==> images/congestion_map.png <==
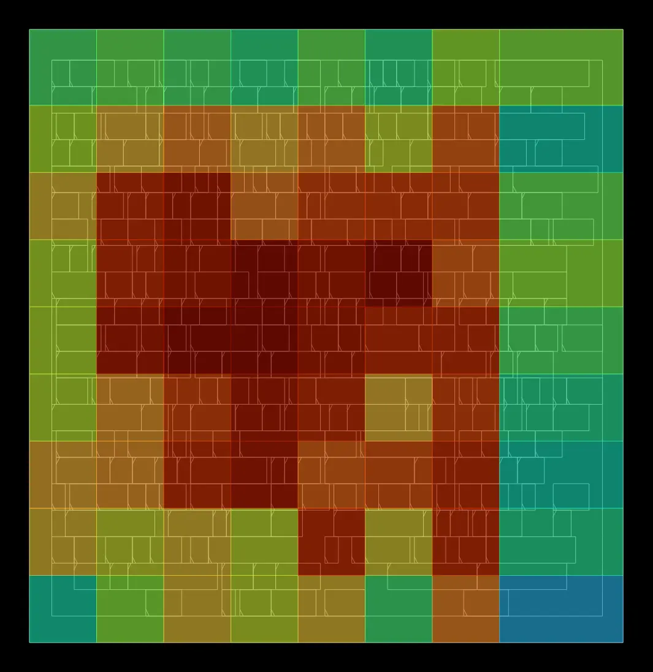
==> images/gates.png <==
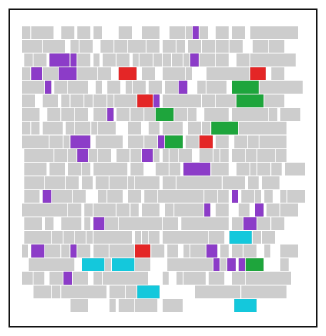
==> images/ff_map.png <==
Other sequential cells in the stronger grey, the rest of the logic in the fainter grey.
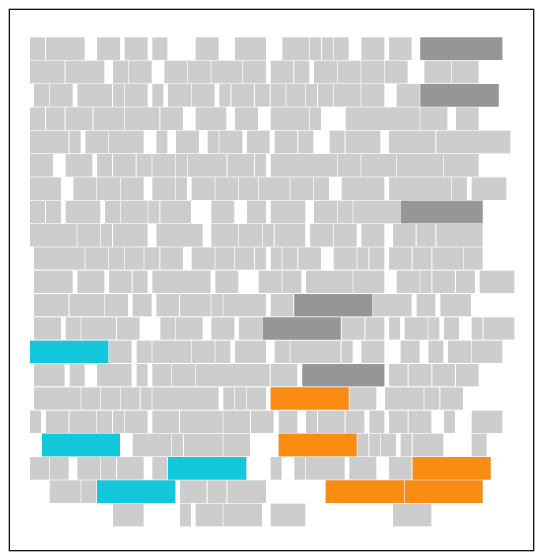
==> images/m3.png <==
Bar = 20 um.
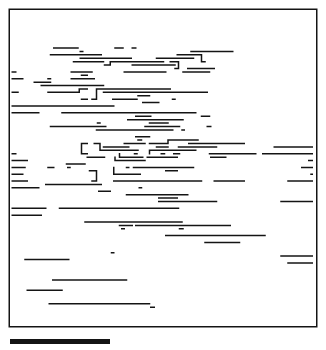
==> images/m2.png <==
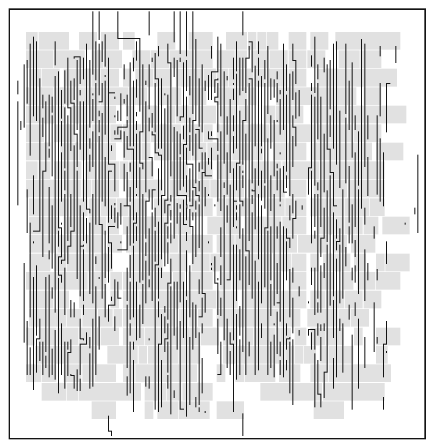
<file path="src/rtl/calc_pkg.sv">
// Shared types and constants for the calculator control sequencer.
package calc_pkg;

    typedef enum logic [3:0] {
        START,
        OP_A,
        OP_A_NEG,
        OPRND,
        OP_B,
        OP_B_NEG,
        EXEC,
        RESULT,
        ERROR
    } state_t;

    localparam logic [1:0] DISP_A   = 2'b00;
    localparam logic [1:0] DISP_B   = 2'b01;
    localparam logic [1:0] DISP_RES = 2'b10;
    localparam logic [1:0] DISP_ERR = 2'b11;

endpackage

</file>
<file path="src/rtl/calc_digit_counter.sv">
// Saturating up/down digit counter shared by both operands; clear wins over load-full.
module calc_digit_counter #(
    parameter int unsigned MAX_DIGITS = 8,
    parameter int unsigned CNT_W      = $clog2(MAX_DIGITS + 1)
) (
    input  logic             clock,
    input  logic             reset_n,
    input  logic             clr,
    input  logic             load_full,
    input  logic             inc,
    input  logic             dec,
    output logic [CNT_W-1:0] count
);

    localparam logic [CNT_W-1:0] FULL = CNT_W'(MAX_DIGITS);

    always_ff @(posedge clock or negedge reset_n) begin
        if (!reset_n) begin
            count <= '0;
        end else if (clr) begin
            count <= '0;
        end else if (load_full) begin
            count <= FULL;
        end else if (inc && (count != FULL)) begin
            count <= count + CNT_W'(1);
        end else if (dec && (count != '0)) begin
            count <= count - CNT_W'(1);
        end
    end

endmodule

</file>
<file path="src/rtl/calc_sequencer.sv">
// Calculator control FSM: turns key strobes into datapath pulses, runs a
// handshaked ALU execute with timeout, chains results and holds an error state.
module calc_sequencer
    import calc_pkg::*;
#(
    parameter int unsigned MAX_DIGITS   = 8,
    parameter int unsigned CNT_W        = $clog2(MAX_DIGITS + 1),
    parameter int unsigned EXEC_TIMEOUT = 16,
    parameter bit          CHAIN_EN     = 1'b1
) (
    input  logic             clock,
    input  logic             reset_n,
    input  logic             dig_in,
    input  logic             sub_in,
    input  logic             op_in,
    input  logic             ex_in,
    input  logic             bksp_in,
    input  logic             ms_in,
    input  logic             mr_in,
    input  logic             mc_in,
    input  logic             clear_in,
    input  logic             alu_done_in,
    input  logic             alu_err_in,
    output logic             load_a,
    output logic             load_b,
    output logic             bksp_a,
    output logic             bksp_b,
    output logic             load_a_mem,
    output logic             load_b_mem,
    output logic             load_a_res,
    output logic             load_mem,
    output logic             clear_mem,
    output logic             load_op,
    output logic             execute,
    output logic             reset_out,
    output logic [1:0]       display_select,
    output logic [CNT_W-1:0] digit_count,
    output logic             busy,
    output logic             error
);

    localparam int unsigned      T_W    = $clog2(EXEC_TIMEOUT + 1);
    localparam logic [CNT_W-1:0] FULL   = CNT_W'(MAX_DIGITS);
    localparam logic [T_W-1:0]   T_LAST = T_W'(EXEC_TIMEOUT - 1);

    state_t         state, state_n;
    logic           neg_a, neg_a_n, neg_b, neg_b_n;
    logic [T_W-1:0] tcnt, tcnt_n;
    logic           cnt_clr, cnt_full, cnt_inc, cnt_dec;
    logic           w_ex, w_op, w_mr, w_dig, w_sub, w_bksp;
    logic           mem_ok, room, last_digit;

    // One-hot winner of the strobe priority chain (clear handled separately).
    assign w_ex   = ex_in   & ~clear_in;
    assign w_op   = op_in   & ~(clear_in | ex_in);
    assign w_mr   = mr_in   & ~(clear_in | ex_in | op_in);
    assign w_dig  = dig_in  & ~(clear_in | ex_in | op_in | mr_in);
    assign w_sub  = sub_in  & ~(clear_in | ex_in | op_in | mr_in | dig_in);
    assign w_bksp = bksp_in & ~(clear_in | ex_in | op_in | mr_in | dig_in | sub_in);

    assign mem_ok     = (state != EXEC) && (state != ERROR);
    assign room       = digit_count < FULL;
    assign last_digit = digit_count <= CNT_W'(1);

    calc_digit_counter #(
        .MAX_DIGITS(MAX_DIGITS),
        .CNT_W     (CNT_W)
    ) u_digit_counter (
        .clock    (clock),
        .reset_n  (reset_n),
        .clr      (cnt_clr),
        .load_full(cnt_full),
        .inc      (cnt_inc),
        .dec      (cnt_dec),
        .count    (digit_count)
    );

    always_ff @(posedge clock or negedge reset_n) begin
        if (!reset_n) begin
            state <= START;
            neg_a <= 1'b0;
            neg_b <= 1'b0;
            tcnt  <= '0;
        end else begin
            state <= state_n;
            neg_a <= neg_a_n;
            neg_b <= neg_b_n;
            tcnt  <= tcnt_n;
        end
    end

    always_comb begin
        state_n    = state;
        neg_a_n    = neg_a;
        neg_b_n    = neg_b;
        tcnt_n     = tcnt;
        cnt_clr    = 1'b0;
        cnt_full   = 1'b0;
        cnt_inc    = 1'b0;
        cnt_dec    = 1'b0;
        load_a     = 1'b0;
        load_b     = 1'b0;
        bksp_a     = 1'b0;
        bksp_b     = 1'b0;
        load_a_mem = 1'b0;
        load_b_mem = 1'b0;
        load_a_res = 1'b0;
        load_op    = 1'b0;
        execute    = 1'b0;
        reset_out  = 1'b0;
        load_mem   = ms_in & mem_ok;
        clear_mem  = mc_in & mem_ok;
        busy       = (state == EXEC);
        error      = (state == ERROR);

        case (state)
            START, OP_A, OP_A_NEG: display_select = DISP_A;
            OPRND, OP_B, OP_B_NEG: display_select = DISP_B;
            EXEC, RESULT:          display_select = DISP_RES;
            default:               display_select = DISP_ERR;
        endcase

        if (clear_in) begin
            reset_out = 1'b1;
            state_n   = START;
            cnt_clr   = 1'b1;
            neg_a_n   = 1'b0;
            neg_b_n   = 1'b0;
        end else begin
            case (state)
                START, OP_A_NEG: begin
                    if (w_dig) begin
                        load_a  = 1'b1;
                        cnt_inc = 1'b1;
                        state_n = OP_A;
                    end else if (w_mr) begin
                        load_a_mem = 1'b1;
                        cnt_full   = 1'b1;
                        state_n    = OP_A;
                    end else if (state == START) begin
                        if (w_sub) begin
                            load_a  = 1'b1;
                            neg_a_n = 1'b1;
                            state_n = OP_A_NEG;
                        end else begin
                            reset_out = 1'b1;
                        end
                    end else if (w_sub || w_bksp) begin
                        bksp_a  = 1'b1;
                        neg_a_n = 1'b0;
                        state_n = START;
                    end
                end
                OP_A: begin
                    if (w_op) begin
                        load_op = 1'b1;
                        cnt_clr = 1'b1;
                        state_n = OPRND;
                    end else if (w_mr) begin
                        load_a_mem = 1'b1;
                        cnt_full   = 1'b1;
                    end else if (w_dig) begin
                        load_a  = room;
                        cnt_inc = room;
                    end else if (w_bksp) begin
                        bksp_a  = 1'b1;
                        cnt_dec = 1'b1;
                        if (last_digit) state_n = neg_a ? OP_A_NEG : START;
                    end
                end
                OPRND, OP_B_NEG: begin
                    if (w_dig) begin
                        load_b  = 1'b1;
                        cnt_inc = 1'b1;
                        state_n = OP_B;
                    end else if (w_mr) begin
                        load_b_mem = 1'b1;
                        cnt_full   = 1'b1;
                        state_n    = OP_B;
                    end else if (state == OPRND) begin
                        if (w_sub) begin
                            load_b  = 1'b1;
                            neg_b_n = 1'b1;
                            state_n = OP_B_NEG;
                        end
                    end else if (w_sub || w_bksp) begin
                        bksp_b  = 1'b1;
                        neg_b_n = 1'b0;
                        state_n = OPRND;
                    end
                end
                OP_B: begin
                    if (w_ex) begin
                        execute = 1'b1;
                        tcnt_n  = '0;
                        state_n = EXEC;
                    end else if (w_mr) begin
                        load_b_mem = 1'b1;
                        cnt_full   = 1'b1;
                    end else if (w_dig) begin
                        load_b  = room;
                        cnt_inc = room;
                    end else if (w_bksp) begin
                        bksp_b  = 1'b1;
                        cnt_dec = 1'b1;
                        if (last_digit) state_n = neg_b ? OP_B_NEG : OPRND;
                    end
                end
                EXEC: begin
                    if (alu_done_in) begin
                        state_n = alu_err_in ? ERROR : RESULT;
                    end else if (tcnt == T_LAST) begin
                        state_n = ERROR;
                    end else begin
                        tcnt_n = tcnt + T_W'(1);
                    end
                end
                RESULT: begin
                    if (w_op && CHAIN_EN) begin
                        load_a_res = 1'b1;
                        load_op    = 1'b1;
                        neg_a_n    = 1'b0;
                        neg_b_n    = 1'b0;
                        cnt_clr    = 1'b1;
                        state_n    = OPRND;
                    end else if (w_dig) begin
                        reset_out = 1'b1;
                        neg_a_n   = 1'b0;
                        neg_b_n   = 1'b0;
                        cnt_clr   = 1'b1;
                        state_n   = START;
                    end
                end
                ERROR: ;
                default: state_n = START;
            endcase
        end
    end

endmodule

</file>
<file path="config.mk">
export PLATFORM = sky130hd
export DESIGN_NAME = calc_sequencer
export DESIGN_NICKNAME = d
export VERILOG_FILES = /design/src/rtl/calc_pkg.sv /design/src/rtl/calc_digit_counter.sv /design/src/rtl/calc_sequencer.sv
export SDC_FILE = /design/constraint.sdc
export NUM_CORES = 1
export LEC_CHECK = 0
export CAP_MARGIN = 5
export CORE_AREA = 2 2 59 61
export CTS_BUF_LIST = sky130_fd_sc_hd__clkbuf_8
export CTS_CLUSTER_SIZE = 10
export DETAILED_ROUTE_END_ITERATION = 8
export DIE_AREA = 0 0 61 63
export MAX_ROUTING_LAYER = met4
export PLACE_DENSITY = 0.84
export SYNTH_ARGS = -nofsm -noshare
export SYNTH_HDL_FRONTEND = slang
export SYNTH_SLANG_ARGS = --single-unit
</file>
<file path="constraint.sdc">
create_clock -name clock -period 2.45 [get_ports clock]
set_input_delay 0.735 -clock clock [delete_from_list [all_inputs] [get_ports clock]]
set_output_delay 0.735 -clock clock [all_outputs]
set_load 0.02 [all_outputs]
</file>
==> ci_impl_report.md <==
## PnR job results

| Metric | Value |
|---|---|
| Outcome | `finished, violations left` |
| Failing checks | `negative setup slack` |
| Met2 routed WL | `3.41 mm` |
| Register area | `~380 um2` |
| Period minus WS final | `2660 ps` |
| Crit end category | `output pin` |
| Finished Cell Area | `2720 um2` |
| Peak VDD IR | `between 0.2 and 0.3 mV` |
| Synth Area in Simple Gates | `a little over a third` |
| Clk slew on worst S/H paths | `around 70 ps` |
| Flip-flops with a built-in enable | `0` |
| Longest Clk Path Bufs | `2` |
| Clock tree from TritonCTS | `yes` |
| PnR worst setup slack | `-209 ps` |
| Final core occ | `84.1%` |
| Hold_ws | `532 ps` |
| Post-detailed-route count of antenna-violating nets | `0` |
| NonClk Buf Share | `between 30 and 40%` |
| Flops | `15` |
| Syn Area/Cell | `slightly above 8 um2` |
| CP Buf/Inv Count | `3` |
| Final setup vio count | `8` |
| Row count | `21` |
| Most Used Layer, Global Route | `met2` |
| Die Wd | `between 60 and 70 um` |
| Final Power | `0.00108 W` |
About congestion_map.png:
wire per inst: 20.8 um
grt met2 use: 50.4%
met1 GRT Util: 41.2%
GRT Overall Usage: 32.2%

About gates.png:
mux cells: in green, cells 6. non-inverting ao/oa cells: in red, cells 5. nand cells: in purple, cells 28, where all over the die. fa/ha/maj cells: in cyan, cells 5.

About ff_map.png:
`u_digit_counter.count`: in cyan, sequential cells 4, where bottom left. `tcnt`: in orange, sequential cells 5.
Another 6 sequential cells are not coloured.

About m3.png:
83 nets have wire on it. The wires run mostly horizontal. The longest straight run is 26.7 um. The layer holds 9.8% of the routed length.
total number of vias: 2,170
Post-Route WL: 7.23 mm

About m2.png:
The wires run mostly vertical. The layer carries 3,410 um of wire. 294 nets have wire on it. The layer holds 47% of the routed length.

[cells by family after synthesis]
group           after synthesis
flops                        15
buf+inv                      21
xor+xnor                      6
compound gates               55
simple gates                 91
fa+ha+maj                     5
mux                           6
[sequential cells by signal, indices dropped and copies added (netlist names)]
name and count:
neg_a 1, tcnt 5, state 4, u_digit_counter.count 4, neg_b 1
[power groups by stage]
stage	clock network [W]	registers [W]	logic, W
floorplan	0	0.000318	0.000241
global placement	0	0.000315	0.000438
detailed placement	0	0.000318	0.000453
CTS	0.000213	0.000314	0.000483
global route	0.000228	0.000320	0.000576
finish	0.000216	0.000316	0.000549
[path summary, 6_finish.rpt]
kind	startpoint	endpoint	cells past startpoint
setup / recovery	op_in	bksp_a	7
hold / removal	tcnt[0]$_DFFE_PN0P_	tcnt[0]$_DFFE_PN0P_	1
setup reg to reg	tcnt[0]$_DFFE_PN0P_	state[2]$_DFFE_PN0P_	9
hold reg to reg	tcnt[0]$_DFFE_PN0P_	tcnt[0]$_DFFE_PN0P_	1
max in group asynchronous	reset_n	u_digit_counter.count[3]$_DFFE_PN0P_	2
min in group asynchronous	reset_n	tcnt[4]$_DFFE_PN0P_	1
[cells in the mapped netlist (all sizes together), types with 2 or more instances]
master	number	area, um2
ha	5	62.6
o22ai	4	31.3
xnor2	3	26.3
a31oi	8	65.1
nor3	8	56.3
nor2	23	88.8
o21ai	13	65.1
nor2b	6	37.5
nand2b	2	12.5
buf	9	61.3
clkbuf	2	7.51
and3	2	12.5
mux2	3	45.0
inv	10	37.5
or3	3	18.8
dfrtp	15	375
mux2i	3	30.0
nor4	3	18.8
or2	2	15.0
nor4b	3	62.6
a211o	2	17.5
nor3b	3	27.5
nand3b	2	15.0
and2	3	18.8
a21oi	16	83.8
or2b	3	22.5
nand2	15	61.3
nand3	7	40.0
xor2	3	26.3
Power figures rest on the tool's default switching activity, not on a simulated workload.
